**src/rtl/seg7_pkg.sv**
```systemverilog
// Shared glyph constants, display modes, converter states and helpers for the
// seg7_display_ctrl block.
package seg7_pkg;

   localparam int unsigned DIGITS  = 8;
   localparam int unsigned DATA_W  = 32;
   localparam int unsigned SEG_W   = 8;
   localparam logic [31:0] DEC_MAX = 32'd99_999_999;

   // Segment order is {a,b,c,d,e,f,g,dp}; dp is never lit.
   localparam logic [7:0] SEG_0     = 8'b1111_1100;
   localparam logic [7:0] SEG_1     = 8'b0110_0000;
   localparam logic [7:0] SEG_2     = 8'b1101_1010;
   localparam logic [7:0] SEG_3     = 8'b1111_0010;
   localparam logic [7:0] SEG_4     = 8'b0110_0110;
   localparam logic [7:0] SEG_5     = 8'b1011_0110;
   localparam logic [7:0] SEG_6     = 8'b1011_1110;
   localparam logic [7:0] SEG_7     = 8'b1110_0000;
   localparam logic [7:0] SEG_8     = 8'b1111_1110;
   localparam logic [7:0] SEG_9     = 8'b1111_0110;
   localparam logic [7:0] SEG_A     = 8'b1110_1110;
   localparam logic [7:0] SEG_B     = 8'b0011_1110;
   localparam logic [7:0] SEG_C     = 8'b1001_1100;
   localparam logic [7:0] SEG_D     = 8'b0111_1010;
   localparam logic [7:0] SEG_E     = 8'b1001_1110;
   localparam logic [7:0] SEG_F     = 8'b1000_1110;
   localparam logic [7:0] SEG_BLANK = 8'b0000_0000;
   localparam logic [7:0] SEG_DASH  = 8'b0000_0010;

   typedef enum logic [1:0] {
      MODE_HEX = 2'd0,
      MODE_DEC = 2'd1,
      MODE_OVF = 2'd2
   } disp_mode_e;

   typedef enum logic [1:0] {
      ST_IDLE = 2'd0,
      ST_CONV = 2'd1,
      ST_LOAD = 2'd2
   } conv_state_e;

   // Hex glyph for one nibble (b and d drawn lower-case).
   function automatic logic [7:0] nibble_to_seg(input logic [3:0] nib);
      logic [7:0] seg;
      case (nib)
         4'h0:    seg = SEG_0;
         4'h1:    seg = SEG_1;
         4'h2:    seg = SEG_2;
         4'h3:    seg = SEG_3;
         4'h4:    seg = SEG_4;
         4'h5:    seg = SEG_5;
         4'h6:    seg = SEG_6;
         4'h7:    seg = SEG_7;
         4'h8:    seg = SEG_8;
         4'h9:    seg = SEG_9;
         4'hA:    seg = SEG_A;
         4'hB:    seg = SEG_B;
         4'hC:    seg = SEG_C;
         4'hD:    seg = SEG_D;
         4'hE:    seg = SEG_E;
         default: seg = SEG_F;
      endcase
      return seg;
   endfunction

   // Double-dabble correction: add 3 to every BCD nibble that is 5 or more.
   function automatic logic [31:0] bcd_adjust(input logic [31:0] bcd);
      logic [31:0] res;
      res = bcd;
      for (int i = 0; i < 8; i++) begin
         if (bcd[4*i +: 4] >= 4'd5) begin
            res[4*i +: 4] = bcd[4*i +: 4] + 4'd3;
         end
      end
      return res;
   endfunction

endpackage

```
**src/rtl/bin2bcd_seq.sv**
```systemverilog
// Sequential 32-bit binary to 8-digit BCD converter: one shift-add step per
// cycle for 32 cycles, then a single LOAD cycle that presents the result.
module bin2bcd_seq
   import seg7_pkg::*;
(
   input  logic        clk,
   input  logic        reset,
   input  logic        start_i,
   input  logic [31:0] bin_i,
   output logic        busy_o,
   output logic        done_o,
   output logic [31:0] bcd_o
);

   localparam int unsigned STEPS  = 32;
   localparam int unsigned STEP_W = $clog2(STEPS);

   conv_state_e       state_q;
   logic [31:0]       bin_q;
   logic [31:0]       bcd_q;
   logic [31:0]       bin_d;
   logic [31:0]       bcd_d;
   logic [STEP_W-1:0] step_q;
   logic              busy_q;
   logic              done_q;

   // One double-dabble step applied to the {bcd, bin} shift pair.
   always_comb begin
      {bcd_d, bin_d} = {bcd_adjust(bcd_q), bin_q} << 1;
   end

   always_ff @(posedge clk) begin
      if (reset) begin
         state_q <= ST_IDLE;
         bin_q   <= '0;
         bcd_q   <= '0;
         step_q  <= '0;
         busy_q  <= 1'b0;
         done_q  <= 1'b0;
      end else begin
         case (state_q)
            ST_IDLE: begin
               done_q <= 1'b0;
               if (start_i) begin
                  bin_q   <= bin_i;
                  bcd_q   <= '0;
                  step_q  <= '0;
                  busy_q  <= 1'b1;
                  state_q <= ST_CONV;
               end
            end
            ST_CONV: begin
               bin_q  <= bin_d;
               bcd_q  <= bcd_d;
               step_q <= step_q + STEP_W'(1);
               if (step_q == STEP_W'(STEPS - 1)) begin
                  done_q  <= 1'b1;
                  state_q <= ST_LOAD;
               end
            end
            ST_LOAD: begin
               done_q  <= 1'b0;
               busy_q  <= 1'b0;
               state_q <= ST_IDLE;
            end
            default: begin
               busy_q  <= 1'b0;
               done_q  <= 1'b0;
               state_q <= ST_IDLE;
            end
         endcase
      end
   end

   assign busy_o = busy_q;
   assign done_o = done_q;
   assign bcd_o  = bcd_q;

endmodule

```
**src/rtl/seg7_display_ctrl.sv**
```systemverilog
// Eight-digit multiplexed 7-segment display controller: hex or unsigned decimal
// view of a 32-bit MMIO-written value, with sequential decimal conversion.
module seg7_display_ctrl
   import seg7_pkg::*;
#(
   parameter int unsigned SCAN_DIV = 100000,
   parameter bit          BLANK_LZ = 1'b1
) (
   input  logic        clk,
   input  logic        reset,
   input  logic        wr_en,
   input  logic        wr_mode,
   input  logic [31:0] wr_data,
   output logic        busy,
   output logic [7:0]  tubSel,
   output logic [7:0]  seg_led1234,
   output logic [7:0]  seg_led5678
);

   localparam int unsigned CNT_W = (SCAN_DIV > 2) ? $clog2(SCAN_DIV) : 1;

   logic             conv_start_c;
   logic             conv_busy;
   logic             conv_done;
   logic [31:0]      conv_bcd;

   logic [31:0]      disp_val_q;
   disp_mode_e       mode_q;

   logic [CNT_W-1:0] cnt_q;
   logic [CNT_W-1:0] cnt_d;
   logic [2:0]       dig_q;
   logic [2:0]       dig_d;
   logic             wrap_c;

   logic [3:0]       nib_c;
   logic             lead_zero_c;
   logic [7:0]       glyph_c;
   logic [7:0]       tub_d;
   logic [7:0]       seg_hi_d;
   logic [7:0]       seg_lo_d;
   logic [7:0]       tub_q;
   logic [7:0]       seg_hi_q;
   logic [7:0]       seg_lo_q;

   // Only in-range decimal writes accepted while idle start a conversion.
   assign conv_start_c = wr_en && wr_mode && !conv_busy && (wr_data <= DEC_MAX);

   bin2bcd_seq u_bin2bcd (
      .clk     (clk),
      .reset   (reset),
      .start_i (conv_start_c),
      .bin_i   (wr_data),
      .busy_o  (conv_busy),
      .done_o  (conv_done),
      .bcd_o   (conv_bcd)
   );

   // Displayed value and mode; writes arriving while converting are dropped.
   always_ff @(posedge clk) begin
      if (reset) begin
         disp_val_q <= '0;
         mode_q     <= MODE_HEX;
      end else if (conv_done) begin
         disp_val_q <= conv_bcd;
         mode_q     <= MODE_DEC;
      end else if (wr_en && !conv_busy) begin
         if (!wr_mode) begin
            disp_val_q <= wr_data;
            mode_q     <= MODE_HEX;
         end else if (wr_data > DEC_MAX) begin
            mode_q     <= MODE_OVF;
         end
      end
   end

   // Scan timing and the glyph for the digit that becomes active on a wrap.
   always_comb begin
      wrap_c = (cnt_q == CNT_W'(SCAN_DIV - 1));
      cnt_d  = wrap_c ? '0 : cnt_q + CNT_W'(1);
      dig_d  = wrap_c ? dig_q + 3'd1 : dig_q;

      nib_c       = disp_val_q[{dig_d, 2'b00} +: 4];
      lead_zero_c = (dig_d != 3'd0) && ((disp_val_q >> {dig_d, 2'b00}) == 32'd0);

      case (mode_q)
         MODE_HEX: glyph_c = nibble_to_seg(nib_c);
         MODE_DEC: glyph_c = (BLANK_LZ && lead_zero_c) ? SEG_BLANK : nibble_to_seg(nib_c);
         default:  glyph_c = SEG_DASH;
      endcase

      tub_d    = 8'b0000_0001 << dig_d;
      seg_hi_d = dig_d[2] ? glyph_c : SEG_BLANK;
      seg_lo_d = dig_d[2] ? SEG_BLANK : glyph_c;
   end

   always_ff @(posedge clk) begin
      if (reset) begin
         cnt_q    <= '0;
         dig_q    <= '0;
         tub_q    <= 8'b0000_0001;
         seg_hi_q <= SEG_BLANK;
         seg_lo_q <= SEG_0;
      end else begin
         cnt_q <= cnt_d;
         if (wrap_c) begin
            dig_q    <= dig_d;
            tub_q    <= tub_d;
            seg_hi_q <= seg_hi_d;
            seg_lo_q <= seg_lo_d;
         end
      end
   end

   assign busy        = conv_busy;
   assign tubSel      = tub_q;
   assign seg_led1234 = seg_hi_q;
   assign seg_led5678 = seg_lo_q;

endmodule

```
**config.mk**
```make
export PLATFORM = sky130hd
export DESIGN_NAME = seg7_display_ctrl
export DESIGN_NICKNAME = d
export VERILOG_FILES = /design/src/rtl/seg7_pkg.sv /design/src/rtl/bin2bcd_seq.sv /design/src/rtl/seg7_display_ctrl.sv
export SDC_FILE = /design/constraint.sdc
export NUM_CORES = 1
export LEC_CHECK = 0
export CORE_UTILIZATION = 55
export DETAILED_ROUTE_END_ITERATION = 10
export GPL_TIMING_DRIVEN = 0
export PLACE_DENSITY = 0.78
export SLEW_MARGIN = 20
export SYNTH_ARGS = -nofsm -noshare
export SYNTH_HDL_FRONTEND = slang
export SYNTH_SLANG_ARGS = --single-unit
```
**constraint.sdc**
```tcl
create_clock -name clk -period 6.7 [get_ports clk]
set_clock_uncertainty 0.2 [all_clocks]
set_input_delay 1.675 -clock clk [delete_from_list [all_inputs] [get_ports clk]]
set_output_delay 1.675 -clock clk [all_outputs]
set_load 0.005 [all_outputs]
```
Figure 1. Routing congestion.
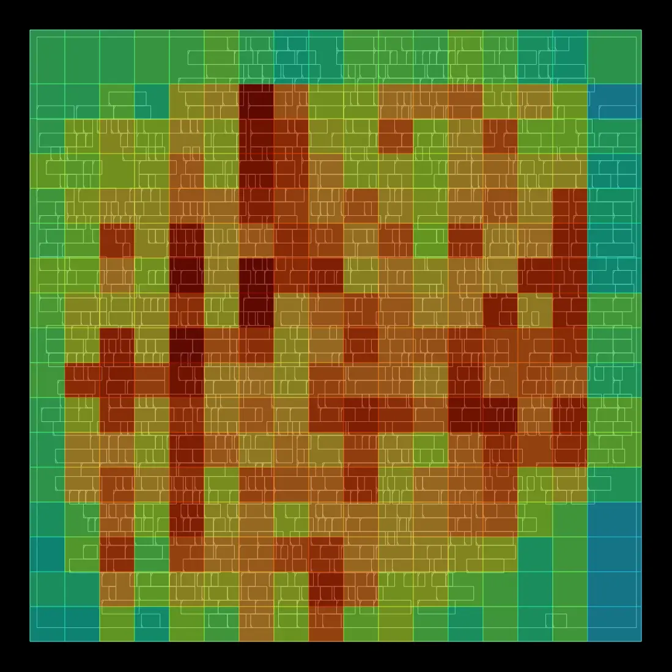
fraction of met2 tracks used by global routing: 0.497
final core occ: 0.664
Most Used Layer, Global Route: met2

Figure 2. Met4 routing.
Cells faint in the background.
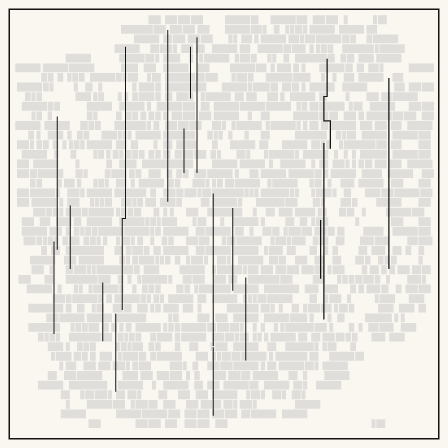
The layer carries 563 µm of wire. The wires run mostly vertical. The longest straight run is 53.7 µm. 14 nets have wire on it. The layer holds 2.6% of the routed length.

Figure 3. Supply network.
Scale bar: 20 µm. Pins as bars on the die edge. Tap cells in grey.
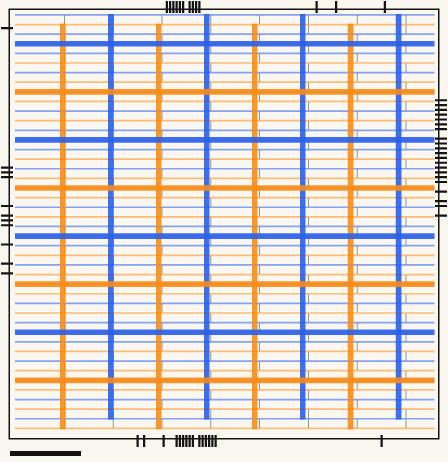
VSS: drawn in orange. VDD: drawn in blue.
8 straps on met5. 180 tap cells.

==> job_summary.md <==
### Yosys + OpenROAD results

| Metric | Value |
|---|---|
| Number of antenna diodes | 0 |
| Remaining global-route overflow | 0 |
| Cell Int Power | about 1.6 mW |
| Sequential fraction of total cell area | 0.324 |
| FF/Latch Area | roughly 3000 µm² |
| Synthesized instance count | 897 |
| Number of levels the H-tree was split into | 4 |
| Dpl cell area | ~8600 µm² |
| Met3 wire len | ~1.3 mm |
| Die Footprint | approximately 15000 µm² |
| Endpoint of the worst register-to-register path | seg_led5678[2]$_SDFFE_PP1N_ |
| Most common flop cell mapped by yosys | dfxtp_1 |
| Number of inserted filler cells in the final layout | 1158 |
| Die Span Y | between 100 and 150 µm |
| Number of clock-tree buffers in the layout | 23 |
| Number of nets in the final layout | roughly 1000 |
| Category of the worst setup path capture point | flip-flop |
| Count of final setup violators | 0 |
| CP Capture Point | seg_led5678[2]$_SDFFE_PP1N_ |
| CP Class | flip-flop to flip-flop |
| Number of multi-input logic gates | around 660 |
| Worst hold-check slack | around 0.25 ns |
| Clock slew at reported path FFs | 0.06 ns |
| Number of synthesized flops with an enable pin | 0 |
| Non-clk buf share | 0.0914 |
| Synth unique cells | between 60 and 70 |
| Dominant power group | clock |
| Hold path endpoint | u_bin2bcd.bin_q[31]$_SDFFE_PP0P_ |
| Result of the run | finished, final reports clean |
| Synthesized chip area reported by yosys | between 7000 and 8000 µm² |
| Ratio of cells with drive above 1 in the final layout | 0.0668 |
| Well Taps | 180 |
| Violation count after the first detailed-route iteration | 532 |
| Most area-hungry cell type in the Yosys netlist | dfxtp_1 |
| Worst reg2reg path depth | 14 |
| Simple-gate share of the synthesized area | 0.187 |
| Cell Count Post-Placement | approximately 1100 |
| Sinks on the clock net | roughly 150 |
| Critical Path Source Type | flip-flop |
| Most popular library cell in the synthesized design by count | dfxtp_1 |
| Clock buffer count from CTS | 17 |
| Minimum setup slack among reg-to-reg paths | between 1.5 and 2 ns |
| Count of antenna-violating nets left after detailed routing | 0 |
| Maximum fanout along the worst path | 10 |
| Worst path slowest cell | or4_1 |
| Count of inverters not on the clock network in the layout | 24 |
| WL/cell | ~18 µm |
| Critical path data required time | just under 7 ns |
| Logic depth of the worst path, buffers included | 14 |
| Psw | 0.486 mW |
| Number of buffers inserted by post-CTS setup repair | 0 |
| Synth Register Bits | ~150 |
| Post-CTS sizing | 0 |
==> placed cells by master, fill, tap and decap left out, drive strengths merged, types with 5 or more instances in the layout <==
cell type,count
o21ai,36
nand2,49
nand3,45
nor4,5
a21oi,60
or3,7
dfxtp,149
clkdlybuf4s50,58
a211oi,61
inv,25
mux2,8
a31oi,9
nor2,122
nand2b,12
a22o,6
clkbuf,72
xnor2,12
a22oi,10
mux2i,76
ha,26
xor2,18
and3,7
nor3,23
nand4,5
or4,7
buf,14
a221o,7
No activity file was given, so power comes from the tool's default toggle rates.
